[config.mk]
export PLATFORM = sky130hd
export DESIGN_NAME = serial_negation_unit
export DESIGN_NICKNAME = d
export VERILOG_FILES = /design/src/rtl/serial_negation_unit.sv
export SDC_FILE = /design/constraint.sdc
export NUM_CORES = 1
export LEC_CHECK = 0
export CAP_MARGIN = 20
export CORE_MARGIN = 5
export CORE_UTILIZATION = 60
export CTS_CLUSTER_SIZE = 12
export DETAILED_ROUTE_END_ITERATION = 8
export DONT_BUFFER_PORTS = 1
export GPL_ROUTABILITY_DRIVEN = 0
export PLACE_DENSITY_LB_ADDON = 0.08
export SYNTH_ARGS = -nofsm -noshare
export SYNTH_HDL_FRONTEND = slang
export SYNTH_SLANG_ARGS = --single-unit
export TNS_END_PERCENT = 1
[constraint.sdc]
create_clock -name clk -period 3.15 [get_ports clk]
set_input_delay 0.63 -clock clk [delete_from_list [all_inputs] [get_ports clk]]
set_output_delay 0.63 -clock clk [all_outputs]
set_load 0.02 [all_outputs]
[src/rtl/serial_negation_unit.sv]
// Multi-cycle NOT / NEG / ABS / PASS unit: processes CHUNK bits per cycle, LSB first,
// with a registered carry between chunks and valid/ready handshakes on both sides.
module serial_negation_unit #(
  parameter int WIDTH = 16,
  parameter int CHUNK = 4
) (
  input  logic             clk,
  input  logic             rst_n,
  input  logic             in_valid,
  output logic             in_ready,
  input  logic [WIDTH-1:0] in_data,
  input  logic [1:0]       in_mode,
  output logic             out_valid,
  input  logic             out_ready,
  output logic [WIDTH-1:0] out_data,
  output logic             out_ovf,
  output logic             out_zero
);

  localparam int NCHUNK = WIDTH / CHUNK;
  localparam int IW     = (NCHUNK > 1) ? $clog2(NCHUNK) : 1;
  localparam logic [IW-1:0]    LAST_IDX = IW'(NCHUNK - 1);
  localparam logic [WIDTH-1:0] MOST_NEG = {1'b1, {(WIDTH-1){1'b0}}};

  typedef enum logic [1:0] {IDLE, BUSY, DONE} state_t;
  typedef enum logic [1:0] {M_NOT = 2'b00, M_NEG = 2'b01, M_ABS = 2'b10, M_PASS = 2'b11} mode_t;

  state_t            state_q, state_d;
  mode_t             mode_q, mode_d;
  mode_t             eff_q, eff_d;
  logic [WIDTH-1:0]  op_q, op_d;
  logic [WIDTH-1:0]  res_q, res_d;
  logic [IW-1:0]     idx_q, idx_d;
  logic              carry_q, carry_d;
  logic              ovf_q, ovf_d;
  logic              zero_q, zero_d;

  logic [CHUNK-1:0]  op_chunk;
  logic [CHUNK-1:0]  res_chunk;
  logic              carry_out;
  logic [WIDTH-1:0]  res_upd;

  assign op_chunk = op_q[idx_q*CHUNK +: CHUNK];

  // Only NOT, NEG and PASS reach here: ABS is resolved to NEG or PASS at accept time.
  always_comb begin
    res_chunk = op_chunk;
    carry_out = 1'b0;
    case (eff_q)
      M_NOT:   res_chunk = ~op_chunk;
      M_NEG:   {carry_out, res_chunk} = {1'b0, ~op_chunk} + (CHUNK+1)'(carry_q);
      default: res_chunk = op_chunk;
    endcase
  end

  genvar gi;
  generate
    for (gi = 0; gi < NCHUNK; gi++) begin : g_chunk
      assign res_upd[gi*CHUNK +: CHUNK] =
        (idx_q == IW'(gi)) ? res_chunk : res_q[gi*CHUNK +: CHUNK];
    end
  endgenerate

  always_comb begin
    state_d = state_q;
    mode_d  = mode_q;
    eff_d   = eff_q;
    op_d    = op_q;
    res_d   = res_q;
    idx_d   = idx_q;
    carry_d = carry_q;
    ovf_d   = ovf_q;
    zero_d  = zero_q;
    case (state_q)
      IDLE: begin
        if (in_valid) begin
          op_d    = in_data;
          mode_d  = mode_t'(in_mode);
          if (mode_t'(in_mode) == M_ABS)
            eff_d = in_data[WIDTH-1] ? M_NEG : M_PASS;
          else
            eff_d = mode_t'(in_mode);
          res_d   = '0;
          idx_d   = '0;
          carry_d = 1'b1;
          ovf_d   = 1'b0;
          zero_d  = 1'b0;
          state_d = BUSY;
        end
      end
      BUSY: begin
        res_d   = res_upd;
        carry_d = carry_out;
        idx_d   = idx_q + 1'b1;
        if (idx_q == LAST_IDX) begin
          idx_d   = '0;
          ovf_d   = ((mode_q == M_NEG) || (mode_q == M_ABS)) && (op_q == MOST_NEG);
          zero_d  = (res_upd == '0);
          state_d = DONE;
        end
      end
      DONE: begin
        if (out_ready) state_d = IDLE;
      end
      default: state_d = IDLE;
    endcase
  end

  always_ff @(posedge clk) begin
    if (!rst_n) begin
      state_q <= IDLE;
      mode_q  <= M_NOT;
      eff_q   <= M_NOT;
      op_q    <= '0;
      res_q   <= '0;
      idx_q   <= '0;
      carry_q <= 1'b0;
      ovf_q   <= 1'b0;
      zero_q  <= 1'b0;
    end else begin
      state_q <= state_d;
      mode_q  <= mode_d;
      eff_q   <= eff_d;
      op_q    <= op_d;
      res_q   <= res_d;
      idx_q   <= idx_d;
      carry_q <= carry_d;
      ovf_q   <= ovf_d;
      zero_q  <= zero_d;
    end
  end

  assign in_ready  = (state_q == IDLE);
  assign out_valid = (state_q == DONE);
  assign out_data  = res_q;
  assign out_ovf   = ovf_q;
  assign out_zero  = zero_q;

endmodule

Fig. 1: I/O nets highlighted
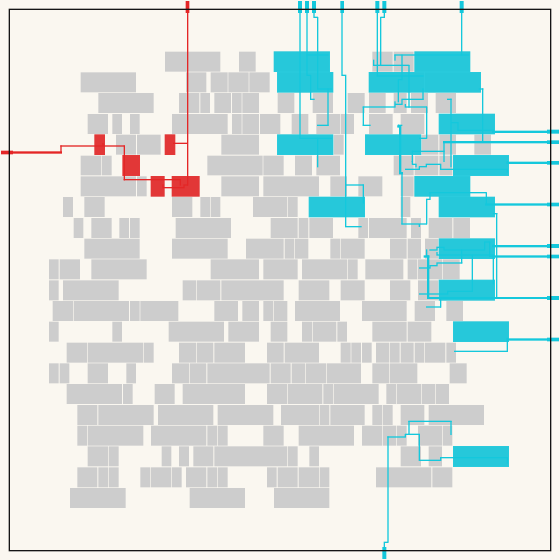
in_mode -> red  # direction input, edge 1 left, 1 top, end cells 5, buffers 0, wire 56.5 microns
out_data -> cyan  # direction output, edge 8 right, 7 top, 1 bottom, end cells 16, buffers 0, wire 435 microns

Fig. 2: wire density map
14 x 14 tiles, from black (low) to pale yellow (high), scaled to the fullest tile. Values are wire area over tile area, all layers added.
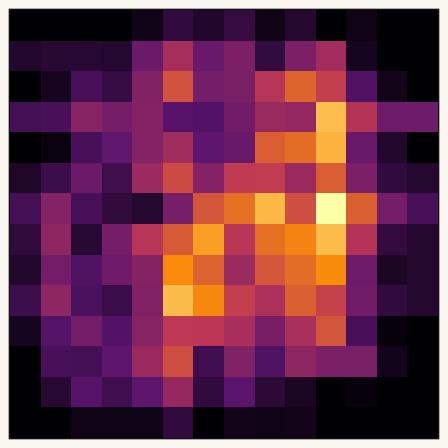
fullest tile = 0.58
mean over tiles = 0.16
nearly empty tiles = 15%
tiles over half the peak = 18%
densest ninth of the die = middle

Fig. 3: cell outlines without signal wires
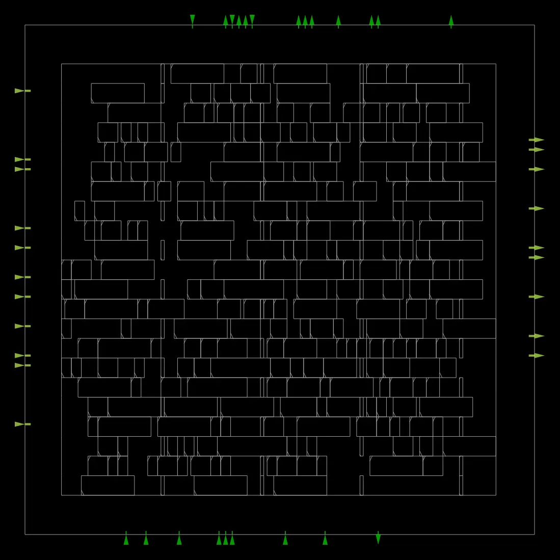
Finished Core Util: 0.648
flip-flops: 43

==> flow_metrics.env <==
# physical design summary
export IMPL_ys_top_logic_family="AND-OR/OR-AND gates"
export IMPL_nonClkBufAreaFrac=0.0161
export IMPL_path_clk_slew_ps=80
export IMPL_die_width_microns=70.7
export IMPL_worstHoldPathType="in -> reg"
export IMPL_dr_wl_met3_microns=274
export IMPL_crit_path_end="out_zero$_SDFFE_PN0P_"
export IMPL_edf_count=0
export IMPL_worst_slew_pin_slew_ps=580
export IMPL_tap_cells=48
export IMPL_std_cell_rows=22
export IMPL_overflow=0
export IMPL_simple_gate_share=0.224
export IMPL_hold_buffers=0
export IMPL_power_total_uw=1180
export IMPL_crit_path_end_kind="flip-flop"
export IMPL_seq_share=0.368
export IMPL_grt_use_total=0.214
export IMPL_setup_viol=0
export IMPL_lay_top_count="nand2_1"
export IMPL_power_switching_uw=333
export IMPL_power_sequential_uw=605
export IMPL_top_cell_area_share=0.390
export IMPL_nNonClkInverters=8
export IMPL_cts_tree="done"
export IMPL_nMultiInputCombCells=181
export IMPL_p_leak_uw=0.000836
export IMPL_r2r_setup_slack_ps=580
export IMPL_yosys_area_share_xor_xnor=0.0193
export IMPL_outcome="complete, no violations"
export IMPL_n_clock_buffer=7
export IMPL_hold_start="rst_n"
export IMPL_required_ps=3380
export IMPL_p_int_uw=848
export IMPL_rsz0062_at_grt="no"
export IMPL_syn_instance_count=248
export IMPL_finalClockSkew_ps=5.77
export IMPL_combinationalPower_uw=191
export IMPL_min_path_cells=1
export IMPL_drtPass1Iterations=4
export IMPL_grt_pass1_vias=1849
export IMPL_synth_area_sq_um=2210
export IMPL_clk_latency_ps=290
export IMPL_post_dp_cell_area_sq_um=2230
export IMPL_tool_warnings=29
export IMPL_crit_buf_inv=1
export IMPL_stdcell_area_sq_um=2340
export IMPL_relSlewSlack=0.613
export IMPL_p_per_area_nw_per_um2=505
export IMPL_r2r_end="out_zero$_SDFFE_PN0P_"
export IMPL_setup_tns_ps=0
export IMPL_grt_pass1_wl_microns=8660
export IMPL_common_cells="nand2_1, dfxtp_1, a21boi_0"
Fig. 4: sequential cells colored by netlist name
Other sequential cells in the stronger gray, the rest of the logic in the fainter gray.
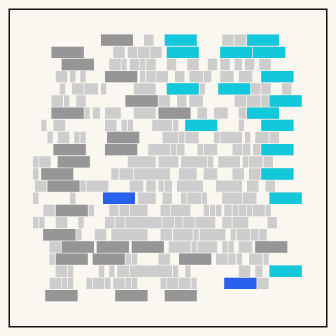
out_data -> cyan  # flops 16
idx_q -> blue  # flops 2
not colored = 25

Fig. 5: M3 wires
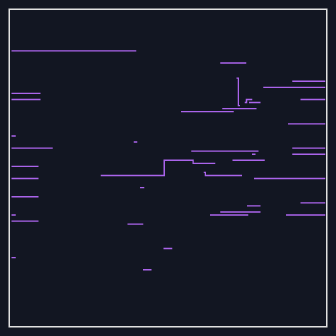
nets with wire on the layer = 32
longest straight run = 27.6 microns

